--- config.mk ---
export PLATFORM = sky130hd
export DESIGN_NAME = addbit_pipe
export DESIGN_NICKNAME = d
export VERILOG_FILES = /design/src/rtl/addbit_pipe.sv
export SDC_FILE = /design/constraint.sdc
export NUM_CORES = 1
export LEC_CHECK = 0
export ABC_AREA = 1
export CAP_MARGIN = 20
export CORE_UTILIZATION = 40
export CTS_CLUSTER_SIZE = 24
export DETAILED_ROUTE_END_ITERATION = 8
export PLACE_DENSITY = 0.78
export SLEW_MARGIN = 5
export SYNTH_ARGS = -nofsm -noshare
export SYNTH_HDL_FRONTEND = slang
export SYNTH_SLANG_ARGS = --single-unit
--- constraint.sdc ---
create_clock -name clk -period 2.9 [get_ports clk]
set_input_delay 0.58 -clock clk [delete_from_list [all_inputs] [get_ports clk]]
set_output_delay 0.58 -clock clk [all_outputs]
set_load 0.1 [all_outputs]
--- src/rtl/addbit_pipe.sv ---
// Pipelined WIDTH-bit adder with carry-in. The operands are split into STAGES
// slices, each slice has one register stage, and the carry ripples between stages.
module addbit_pipe #(
    parameter int WIDTH  = 8,
    parameter int STAGES = 2,
    parameter int SIGNED = 0
) (
    input  logic             clk,
    input  logic             rst_n,
    input  logic             in_valid,
    output logic             in_ready,
    input  logic [WIDTH-1:0] a,
    input  logic [WIDTH-1:0] b,
    input  logic             ci,
    output logic             out_valid,
    input  logic             out_ready,
    output logic [WIDTH-1:0] sum,
    output logic             co,
    output logic             ovf
);
    localparam int W = WIDTH / STAGES;

    logic [WIDTH-1:0] ra [STAGES];
    logic [WIDTH-1:0] rb [STAGES];
    logic [WIDTH-1:0] rs [STAGES];
    logic             rc [STAGES];
    logic             rv [STAGES];
    logic             rovf;

    logic [WIDTH-1:0] xa [STAGES];
    logic [WIDTH-1:0] xb [STAGES];
    logic [WIDTH-1:0] xs [STAGES];
    logic             xc [STAGES];
    logic [WIDTH-1:0] ns [STAGES];
    logic             nc [STAGES];
    logic             novf;
    logic             en;

    assign en        = !out_valid || out_ready;
    assign in_ready  = en;
    assign out_valid = rv[STAGES-1];
    assign sum       = rs[STAGES-1];
    assign co        = rc[STAGES-1];
    assign ovf       = rovf;

    // Stage k reads the registers of stage k-1. Stage 0 reads the input ports.
    always_comb begin
        logic [W:0] part;
        logic       msb_cin;
        part  = '0;
        xa[0] = a;
        xb[0] = b;
        xs[0] = '0;
        xc[0] = ci;
        for (int unsigned k = 1; k < STAGES; k++) begin
            xa[k] = ra[k-1];
            xb[k] = rb[k-1];
            xs[k] = rs[k-1];
            xc[k] = rc[k-1];
        end
        for (int unsigned k = 0; k < STAGES; k++) begin
            part = {1'b0, xa[k][k*W +: W]} + {1'b0, xb[k][k*W +: W]} + {{W{1'b0}}, xc[k]};
            ns[k] = xs[k];
            ns[k][k*W +: W] = part[W-1:0];
            nc[k] = part[W];
        end
        // Carry into the MSB is recovered from the sum bit and the operand bits.
        msb_cin = ns[STAGES-1][WIDTH-1] ^ xa[STAGES-1][WIDTH-1] ^ xb[STAGES-1][WIDTH-1];
        novf    = (SIGNED != 0) ? (msb_cin ^ nc[STAGES-1]) : nc[STAGES-1];
    end

    always_ff @(posedge clk or negedge rst_n) begin
        if (!rst_n) begin
            for (int unsigned k = 0; k < STAGES; k++) begin
                rv[k] <= 1'b0;
                ra[k] <= '0;
                rb[k] <= '0;
                rs[k] <= '0;
                rc[k] <= 1'b0;
            end
            rovf <= 1'b0;
        end else if (en) begin
            rv[0] <= in_valid;
            for (int unsigned k = 1; k < STAGES; k++) begin
                rv[k] <= rv[k-1];
            end
            for (int unsigned k = 0; k < STAGES; k++) begin
                ra[k] <= xa[k];
                rb[k] <= xb[k];
                rs[k] <= ns[k];
                rc[k] <= nc[k];
            end
            rovf <= novf;
        end
    end
endmodule

Figure 1. Metal layers overlaid (run 1).
Scale bar: 20 um. Only two layers are drawn.
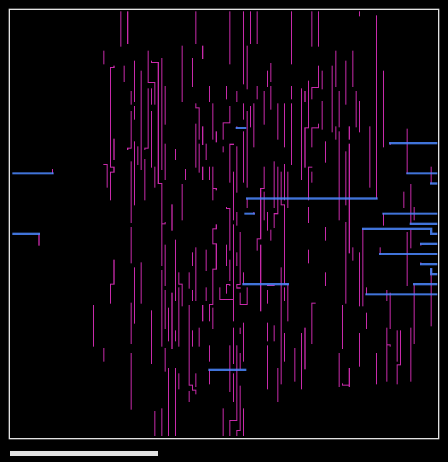
met2 -> magenta  # wire length 1110 um
met3 -> blue  # wire length 96.8 um

Figure 2. Sequential cells colored by netlist name (run 1).
Scale bar: 20 um. Other sequential cells in the stronger gray, the rest of the logic in the fainter gray.
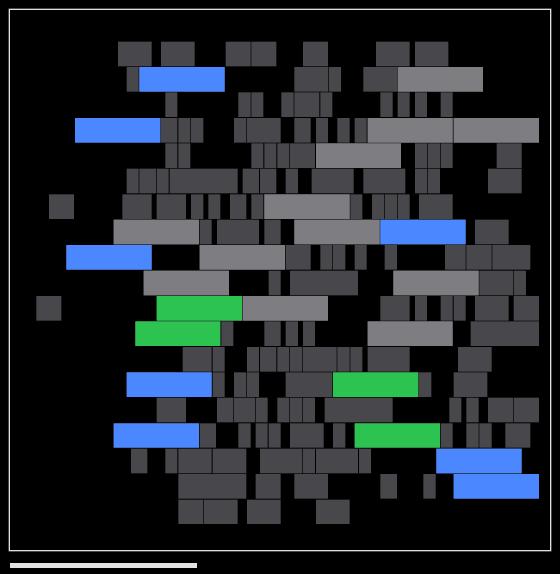
sum -> blue  # sequential cells 8, where all over the die
ns -> green  # sequential cells 4
not colored = 12

==> flow_summary.ini, run 1 <==
; flow metrics
[outcome]
status = complete, but fails checks
violations = design-rule violations

[setup_path]
r2r_cells = 4
crit_type = primary input to primary output
cp-end-kind = primary output
worstSetupStartpoint = out_ready
reg2reg_slack_ns = 1.25
start_kind = primary input
crit_path_max_incr_delay_ns = 0.50
worst_ep_arrival_time_ns = 1.60
rr_startpoint = ra[12]
cp_max_fo = 26
r2r-end = sum[5]
cpMaxStageDelayCell = clkdlybuf4s50_1
required_ns = 2.32
cp_cell_sequence = clkdlybuf4s50_1 > nor2_4 > inv_4 > buf_12

[clocking]
post_cts_buffers = 0
hold_buffers = 0
clkSinkCount = 24
cts_buffers = 3
root_buffer = clkbuf_4
htreeDepth = 1
clk_pin_slew_ns = 0.14
post_cts_resized = 0
cts_tree = built
ctsLongestPathBuffers = 2

[finish]
final_cell_area_sq_um = 1590
final_layout_size_suffix_gt1_share_pct = 15.7
layout.nets = 204
antenna_cells = 0
lay_top_count = nand2_1
final_cell_mix = nand2_1 (55), dfrtp_1 (24), clkdlybuf4s50_1 (20)
syn_to_final_growth_pct = 28.0

[detailed_routing]
ant_nets = 0
via_per_inst = 4.80
first_pass_iters = 6
drc = 2
dr.first_iter.drc_count = 47
vias = 974
routedWlPerCell_um = 11.7
wl_um = 2380

[floorplanning]
io_pins = 33
fp.dieArea_sq_um = 3330
die_h_um = 57.7
floorplan.core_area_sq_um = 2850
initial_utilization_pct = 43.6
rows = 19
dieWidth_um = 57.7

[power]
p_int_uw = 648
p_sw_share_pct = 50.6
p_total_uw = 1310
power_frac_seq_pct = 34.4
p_sw_uw = 664
combPwrFrac_pct = 51.9
worst_ir_drop_vdd_mv = 0.392
power.leakage_uw = 0.000830
power-per-cell-area_nw_per_um2 = 825

[synth]
synth_flops = 24
yosysUniqueCellTypes = 16
yosysCellCount = 139
synth_area_per_cell_sq_um = 8.94
netlist_area_sq_um = 1240
fp_nets = 170
ys_seq_share_pct = 48.3
synth_warnings = 0
synth_cells = 139
ys_chip_area_sq_um = 1240

[final_timing]
max-slew-margin-rel_pct = 79.1
finalSetupTns_ns = 0
clock.fmax_mhz = 458
drv_slew = 0
rsz0062_at_grt = false
worst_pin_slew_ns = 0.313
setup_slack_ns = 0.715
finalCritPeriodShare_pct = 75.3
finalSetupViolCount = 0
hold_viol = 0
layout_min_cycle_time_ns = 2.18

[global_routing]
globalRouteTotalUtil_pct = 16.8
grt_max_degree = 27
overflow = 0
grt_first_pass_wirelength_um = 4310
antenna_found_initial = 0
grt_pass1_vias = 977

[worst_hold_path]
hp-class = register to register
hold_depth = 2
min_to = out_valid
holdCritStartpoint = rv[1]

[place]
io_buffers = 32
place_ws_ns = 0.646
dpl_cell_area_sq_um = 1550
dp_hpwl_um = 1750
gp_congestion = 0.747

[job]
maxCapViolCount = 0
warnings = 26
Figure 3. Clock network drawn from the DEF (run 1).
Scale bar: 20 um.
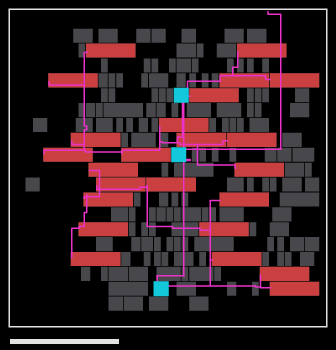
flip-flops -> red  # count 24
clock wires -> magenta  # length 302 um
cells driving clock nets -> cyan  # count 3
routed clock nets = 4
Clock Latency Late Sink: 0.33 ns
Clock net power: 180 uW
clock share of power: 13.7%
clk_skew: 0.0133 ns

## run 1: registers in the layout, indices dropped and copies added, names as in the netlist
name       count
rb             4
rv             1
rc             1
out_valid      1
sum            8
ra             4
ovf            1
ns             4
## run 1: cells by family (layout without fill, tap and decap cells)
family | Yosys count | count (layout) | share of synthesized area [%]
AND/OR/NAND/NOR | 70 | 70 | 23.5
flip-flops | 24 | 24 | 48.3
buffers and inverters | 22 | 55 | 8.96
AND-OR/OR-AND | 13 | 13 | 6.75
adder cells (fa/ha/maj) | 10 | 10 | 12.5
## run 1: synthesized netlist by cell type
| library cell | count | area [sq um] |
|---|---|---|
| a21oi_1 | 3 | 15.0 |
| buf_4 | 3 | 22.5 |
| buf_6 | 2 | 22.5 |
| dfrtp_1 | 24 | 601 |
| fa_1 | 4 | 80.1 |
| ha_1 | 6 | 75.1 |
| inv_1 | 16 | 60.1 |
| inv_4 | 1 | 6.26 |
| nand2_1 | 55 | 206 |
| nand3_1 | 5 | 25.0 |
| nand3_2 | 2 | 20.0 |
| nor2_1 | 6 | 22.5 |
| nor2_4 | 1 | 11.3 |
| o21ai_0 | 5 | 25.0 |
| o21ai_2 | 5 | 43.8 |
| or2_1 | 1 | 6.26 |
## run 1: how the worst max path moves through the flow
stage,depth (start not counted),end,slack [ns]
4_1_cts,4,in_ready,0.72
3_5_place_dp,8,rc[1],0.65
3_3_place_gp,8,rc[1],0.70
2_1_floorplan,4,in_ready,0.80
5_1_grt,4,in_ready,0.69
6_report,4,in_ready,0.72
## run 1: critical path: cells and delay by family
kind                   cells  cell delay, ns
and+or+nand+nor            1            0.06
buffers and inverters      3            0.96
## run 1: routing by layer
layer,vias to the layer above,track usage [%],share of wire [%]
met5,-,0,0
met4,0,8.16,1.3
met3,3,2.46,4.0
met2,21,27.9,47
met1,458,21.6,48
li1,492,-,-
## run 1: layout make-up
| type | instances | area (sq um) |
|---|---|---|
| fill | 252 | 1260 |
| timing repair buffer | 34 | 318 |
| inverter | 17 | 66.3 |
| clock buffer | 4 | 36.3 |
| tap | 31 | 38.8 |
| multi-input combinational | 93 | 531 |
| sequential | 24 | 601 |
## run 1: power by group through the flow
stage	clock [uW]	sequential, uW	combinational (uW)
finish	180	452	680
global route	203	460	725
CTS	186	452	685
detailed placement	0	459	682
global placement	0	454	674
floorplan	0	771	212
## run 1: metrics by stage
stage / instances / hold slack (ns) / utilization [%]
global placement: 199 / 0.444 / 54.5
detailed placement: 199 / 0.450 / 54.5
CTS: 203 / 0.470 / 55.7
global route: 203 / 0.507 / 55.7
floorplan: 139 / 0.284 / -
finish: 203 / 0.463 / 55.7
--- run 2 (diff from run 1) ---
--- a/config.mk
+++ b/config.mk
@@ -10,7 +10,7 @@
 export CORE_UTILIZATION = 40
 export CTS_CLUSTER_SIZE = 24
 export DETAILED_ROUTE_END_ITERATION = 8
-export PLACE_DENSITY = 0.78
+export PLACE_DENSITY = 0.81
 export SLEW_MARGIN = 5
 export SYNTH_ARGS = -nofsm -noshare
 export SYNTH_HDL_FRONTEND = slang
==> constraint.sdc (replaced) <==
create_clock -name clk -period 1.9 [get_ports clk]
set_input_delay 0.38 -clock clk [delete_from_list [all_inputs] [get_ports clk]]
set_output_delay 0.38 -clock clk [all_outputs]
set_load 0.1 [all_outputs]
==> run 2 against run 1 <==
  * The run still ends with design-rule violations left
  * Synthesized cell count did not move
  * Highest routed layer unchanged
  * Via count fell by 0.51%
  * Combinational power rose by 68%
  * Critical endpoint is now rc[1]
  * Sequential power rose by 57%
  * Hold slack got worse by 0.060 ns
  * Critical path depth rose by 4
  * Total power rose by 61%
  * Worst setup slack got worse by 0.56 ns
==> flow_summary.ini, run 2 <==
; flow metrics
[synth]
ys_seq_share_pct = 48.3
yosysMostFrequentCell = nand2_1
netlist_area_sq_um = 1240
edf_count = 0
yosys.area.top_type = dfrtp_1
synth_cells = 139
fp_nets = 170
ys.flop_type = dfrtp_1
async_flop_share_pct = 100
synthTopCellsByArea = dfrtp_1 (48%), nand2_1 (17%), fa_1 (6.4%)
synth_warnings = 0
top_area_share_pct = 48.3
ys_chip_area_sq_um = 1240
yosysUniqueCellTypes = 16

[clocking]
cts_buffers = 3
ctsLongestPathBuffers = 2
clk_pin_slew_ns = 0.13
hold_buffers = 0

[detailed_routing]
dr.first_iter.drc_count = 27
drt-met1-wl_um = 1090
wl_met2_um = 1220
first_pass_iters = 6
ant_nets = 0
drc = 4
routedWlPerCell_um = 11.8
wl_met3_um = 79
vias = 969

[floorplanning]
dieWidth_um = 57.7
floorplan.core_area_sq_um = 2850
io_pins = 33
fp.dieArea_sq_um = 3330
die_h_um = 57.7
rows = 19

[global_routing]
antenna_found_initial = 0
globalRouteTotalUtil_pct = 17.1
grt_pass1_vias = 1039

[outcome]
violations = design-rule violations
status = complete, but fails checks

[final_timing]
finalCritPeriodShare_pct = 91.8
max-slew-margin-rel_pct = 79.7
worst_pin_slew_ns = 0.304
drv_slew = 0
setup_slack_ns = 0.156
clock.fmax_mhz = 574
hold_viol = 0
finalSetupTns_ns = 0

[finish]
syn_to_final_growth_pct = 33.6
final_layout_size_suffix_gt1_share_pct = 16.2
n_fill_cell = 235
layout.nets = 205

[place]
place_ws_ns = -0.183
dp_hpwl_um = 1870

[setup_path]
r2r-end = sum[5]
r2r_cells = 4
cpMaxStageDelayCell = clkdlybuf4s50_1
crit_type = primary input to register
worst_ep_arrival_time_ns = 2.00
reg2reg_slack_ns = 0.27

[power]
power-per-cell-area_nw_per_um2 = 1280
power.leakage_uw = 0.000856

[job]
warnings = 26
==> run 2: final cells by class <==
| cell class | count | area (sq um) | share of cell area (%) |
|---|---|---|---|
| inverter | 17 | 66.3 | 3.99 |
| multi-input combinational | 93 | 531 | 32.0 |
| clock buffer | 4 | 36.3 | 2.19 |
| sequential | 24 | 601 | 36.2 |
| tap | 31 | 38.8 | 2.34 |
| timing repair buffer | 35 | 388 | 23.4 |
==> run 2: cell families after synthesis <==
kind of cell	synth area share, %
compound gates	6.75
fa+ha+maj	12.5
buf+inv	8.96
flops	48.3
simple gates	23.5
==> run 2: per-layer routing <==
metal,track usage (%),up-vias
met5,0,-
met4,7.82,0
met3,2.46,3
met2,29.7,21
met1,21.1,450
li1,-,495
==> run 2: worst max path at each step <==
stage | end | from | cells past startpoint | slack [ns]
2_1_floorplan | in_ready | out_valid | 4 | 0.001
3_3_place_gp | rc[1] | a[0] | 8 | -0.11
3_5_place_dp | rc[1] | a[0] | 8 | -0.18
4_1_cts | rc[1] | b[0] | 8 | 0.16
5_1_grt | rc[1] | a[0] | 8 | 0.03
6_report | rc[1] | a[0] | 8 | 0.16
==> run 2: report_power, final <==
| part | internal [uW] | total [uW] | switching, uW |
|---|---|---|---|
| clock network | 117 | 273 | 156 |
| registers | 623 | 709 | 86.2 |
| logic | 346 | 1140 | 790 |
==> run 2: metrics by stage <==
stage / instance area (sq um) / utilization, % / hold WS, ns / power [uW]
floorplan: 1240 / - / 0.0844 / 1500
global placement: 1620 / 56.9 / 0.453 / 1840
detailed placement: 1620 / 56.9 / 0.461 / 1860
CTS: 1660 / 58.2 / 0.413 / 2130
global route: 1660 / 58.2 / 0.431 / 2220
finish: 1660 / 58.2 / 0.404 / 2120
==> run 2: worst reg2reg max path: cells and delay by family, from the launching register on <==
family	cells	cell delay, ns
adders and majority gates	2	0.86
buffers and inverters	1	0.09
AOI/OAI and AO/OA	1	0.18
DFF	1	0.42
Figure 4. Clock network drawn from the DEF (run 2).
Scale bar: 20 um.
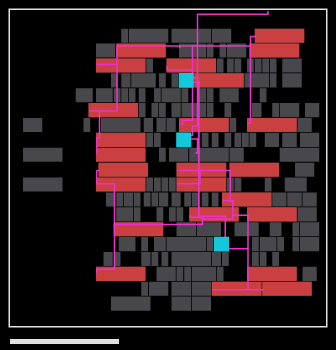
clock wires -> magenta  # length 286 um
cells driving clock nets -> cyan  # count 3
flip-flops -> red  # count 24
routed clock nets = 4
clk_skew: 0.00261 ns
Clock Latency Late Sink: 0.32 ns
Clock net power: 273 uW
clock share of power: 12.9%

Figure 5. Sequential cells colored by netlist name (run 2).
Scale bar: 20 um. Other sequential cells in the stronger gray, the rest of the logic in the fainter gray.
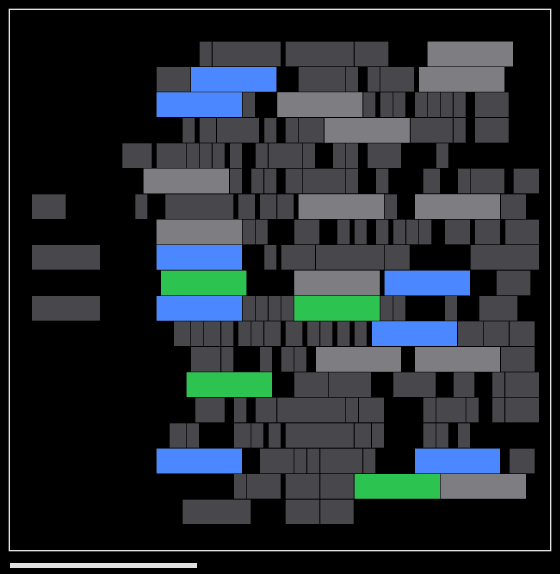
sum -> blue  # sequential cells 8
ns -> green  # sequential cells 4

--- run 3 (diff from run 2) ---
--- a/config.mk
+++ b/config.mk
@@ -7,10 +7,11 @@
 export LEC_CHECK = 0
 export ABC_AREA = 1
 export CAP_MARGIN = 20
+export CORE_MARGIN = 2
 export CORE_UTILIZATION = 40
 export CTS_CLUSTER_SIZE = 24
 export DETAILED_ROUTE_END_ITERATION = 8
-export PLACE_DENSITY = 0.81
+export PLACE_DENSITY = 0.75
 export SLEW_MARGIN = 5
 export SYNTH_ARGS = -nofsm -noshare
 export SYNTH_HDL_FRONTEND = slang
==> run 3 against run 2 <==
  * The run now ends clean
  * Register-to-register slack is essentially flat
  * Highest routed layer unchanged
  * Worst setup slack hardly changed
  * Cell count grew 0.98%
==> flow_summary.ini, run 3 <==
; flow metrics
[setup_path]
start_kind = primary input
worst_ep_arrival_time_ns = 2.00
cp-end-kind = register
cp_cell_sequence = clkdlybuf4s50_1 > fa_1 > inv_1 > fa_1 > or2_1 > nand2_1 > nand2_1 > a21oi_1
cpMaxStageDelayCell = clkdlybuf4s50_1
cp_max_fo = 2
crit_family = adder cells
required_ns = 2.16
crit_type = primary input to register

[final_timing]
finalSetupTns_ns = 0
finalSetupViolCount = 0
worst_pin_slew_ns = 0.312
hold_slack_ns = 0.407
max-slew-margin-rel_pct = 79.2
clock.fmax_mhz = 574
rsz0062_at_grt = false
layout_min_cycle_time_ns = 1.74
skew_ns = 0.00941
finalCritPeriodShare_pct = 91.8
setup_slack_ns = 0.156
drv_slew = 0
hold_viol = 0

[detailed_routing]
dr.first_iter.drc_count = 59
via_per_inst = 4.64
ant_nets = 0
vias = 956
drc = 0
wl_um = 2430
routedWlPerCell_um = 11.8
first_pass_iters = 4

[clocking]
ctsLongestPathBuffers = 2
clk_pin_slew_ns = 0.13
clkSinkCount = 24
htreeDepth = 1
hold_buffers = 0
cts_buffers = 3
post_cts_buffers = 0
post_cts_resized = 0
root_buffer = clkbuf_4
clk_latency_ns = 0.32
cts_tree = built

[synth]
synth_warnings = 0
yosys.area.top_type = dfrtp_1
edf_count = 0
ys.flop_type = dfrtp_1
top_area_share_pct = 48.3
yosysMostFrequentCell = nand2_1
async_flop_share_pct = 100
common_cells = nand2_1 (55), dfrtp_1 (24), inv_1 (16)
synth_area_per_cell_sq_um = 8.94
ys_chip_area_sq_um = 1240
synth_flops = 24
ys_seq_share_pct = 48.3
synth_cells = 139
yosysUniqueCellTypes = 16
yosysCellCount = 139
netlist_area_sq_um = 1240
fp_nets = 170
synthTopCellsByArea = dfrtp_1 (48%), nand2_1 (17%), fa_1 (6.4%)

[finish]
instances_no_fill = 206
logic_area_sq_um = 531
n_fill_cell = 265
lay_top_count = nand2_1
final_layout_size_suffix_gt1_share_pct = 16.2
seq_area_sq_um = 601
final_cell_area_sq_um = 1680
syn_to_final_growth_pct = 35.1
final_cell_mix = nand2_1 (55), dfrtp_1 (24), clkdlybuf4s50_1 (20)
layout.nets = 205
antenna_cells = 0

[power]
worst_ir_drop_vdd_mv = 1.26
combPwrFrac_pct = 51.4
clockPowerShare_pct = 16.5
p_sw_share_pct = 46.5
p_sw_uw = 1030
power-per-cell-area_nw_per_um2 = 1320
p_int_uw = 1180
power.leakage_uw = 0.000863
power_frac_seq_pct = 32.0

[floorplanning]
fp.dieArea_sq_um = 3570
dieWidth_um = 59.7
initial_utilization_pct = 41.4
die_h_um = 59.7
io_pins = 33
floorplan.core_area_sq_um = 3000
rows = 20

[global_routing]
overflow = 0
globalRouteTotalUtil_pct = 15.7
grt_first_pass_wirelength_um = 4220
grt_pass1_vias = 963
antenna_found_initial = 0

[job]
warnings = 26
maxCapViolCount = 0

[place]
dp_hpwl_um = 1840
io_buffers = 32
dp.cells = 202
dpl_cell_area_sq_um = 1630
place_ws_ns = -0.181
gp_congestion = 0.772

[outcome]
status = finished, final reports clean

[worst_hold_path]
hp-class = primary input to asynchronous set/reset pin
[run 3: cell families (layout without fill, tap and decap cells)]
family | after synthesis | count (layout) | synth area share, %
fa+ha+maj | 10 | 10 | 12.5
compound gates | 13 | 13 | 6.75
simple gates | 70 | 70 | 23.5
flops | 24 | 24 | 48.3
buf+inv | 22 | 56 | 8.96
[run 3: layout make-up]
class                   instances  area share, %
clock inverters                 1           1.79
flip-flops and latches         24           35.8
multi-input cells              93           31.6
repair buffers                 35           23.1
clock buffers                   3           1.34
inverters                      17           3.95
well taps                      33           2.46
[run 3: power groups by stage]
stage	logic, uW	registers, uW	clock network [uW]
2_1_floorplan	324	1180	0
3_3_place_gp	1120	717	0
3_5_place_dp	1140	717	0
4_1_cts	1150	709	382
5_1_grt	1210	724	398
6_report	1140	708	365
[run 3: routing by layer]
metal | global-route usage (%) | vias up | wire length (um)
li1 | - | 491 | -
met1 | 20.6 | 434 | 1120
met2 | 25.5 | 27 | 1160
met3 | 4.33 | 4 | 119
met4 | 4.13 | 0 | 31
met5 | 0 | - | 0
[run 3: metrics by stage]
| step | power, uW | util [%] |
|---|---|---|
| after global routing | 2330 | 55.9 |
| after detailed placement | 1860 | 54.2 |
| after CTS | 2240 | 55.9 |
| final | 2210 | 55.9 |
| after global placement | 1840 | 54.2 |
| after floorplan | 1500 | - |
[run 3: path summary, 6_finish.rpt]
path                       slack (ns)        end    from  cells after the start
max                              0.16      rc[1]    a[0]                      8
min                              0.41     sum[3]   rst_n                      2
max reg2reg                      0.26     sum[5]  ra[12]                      4
min reg2reg                      0.49  out_valid   rv[1]                      2
max in group asynchronous        1.24     sum[6]   rst_n                      2
min in group clk                 0.49  out_valid   rv[1]                      2
Figure 6. Sequential cells colored by netlist name (run 3).
Scale bar: 20 um. Other sequential cells in the stronger gray, the rest of the logic in the fainter gray.
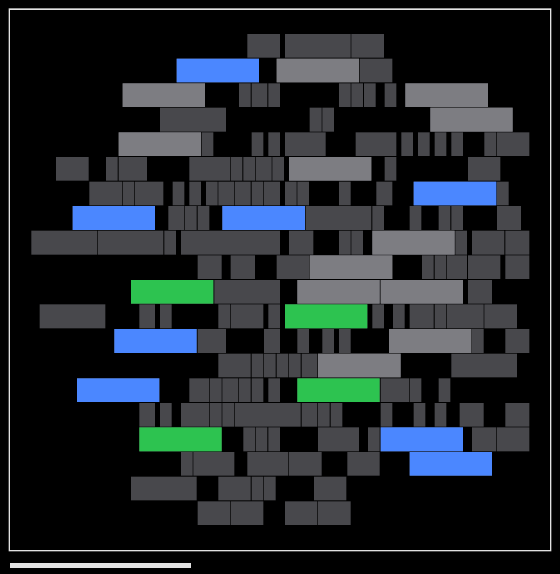
ns -> green  # sequential cells 4
sum -> blue  # sequential cells 8
not colored = 12

Figure 7. Cells colored by class (run 3).
Fill, decap, tap and diode cells in gray.
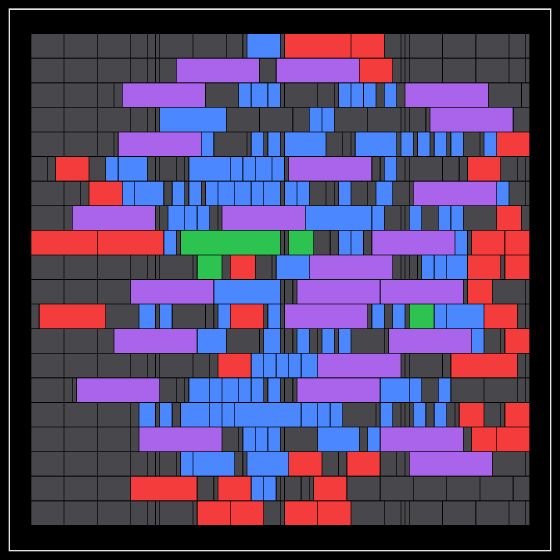
all other logic -> blue  # cells 110
clock drivers and dummy loads -> green  # cells 4
other buffers and delay cells -> red  # cells 35
flip-flops -> purple  # cells 24

Power figures rest on the tool's default switching activity, not on a simulated workload.
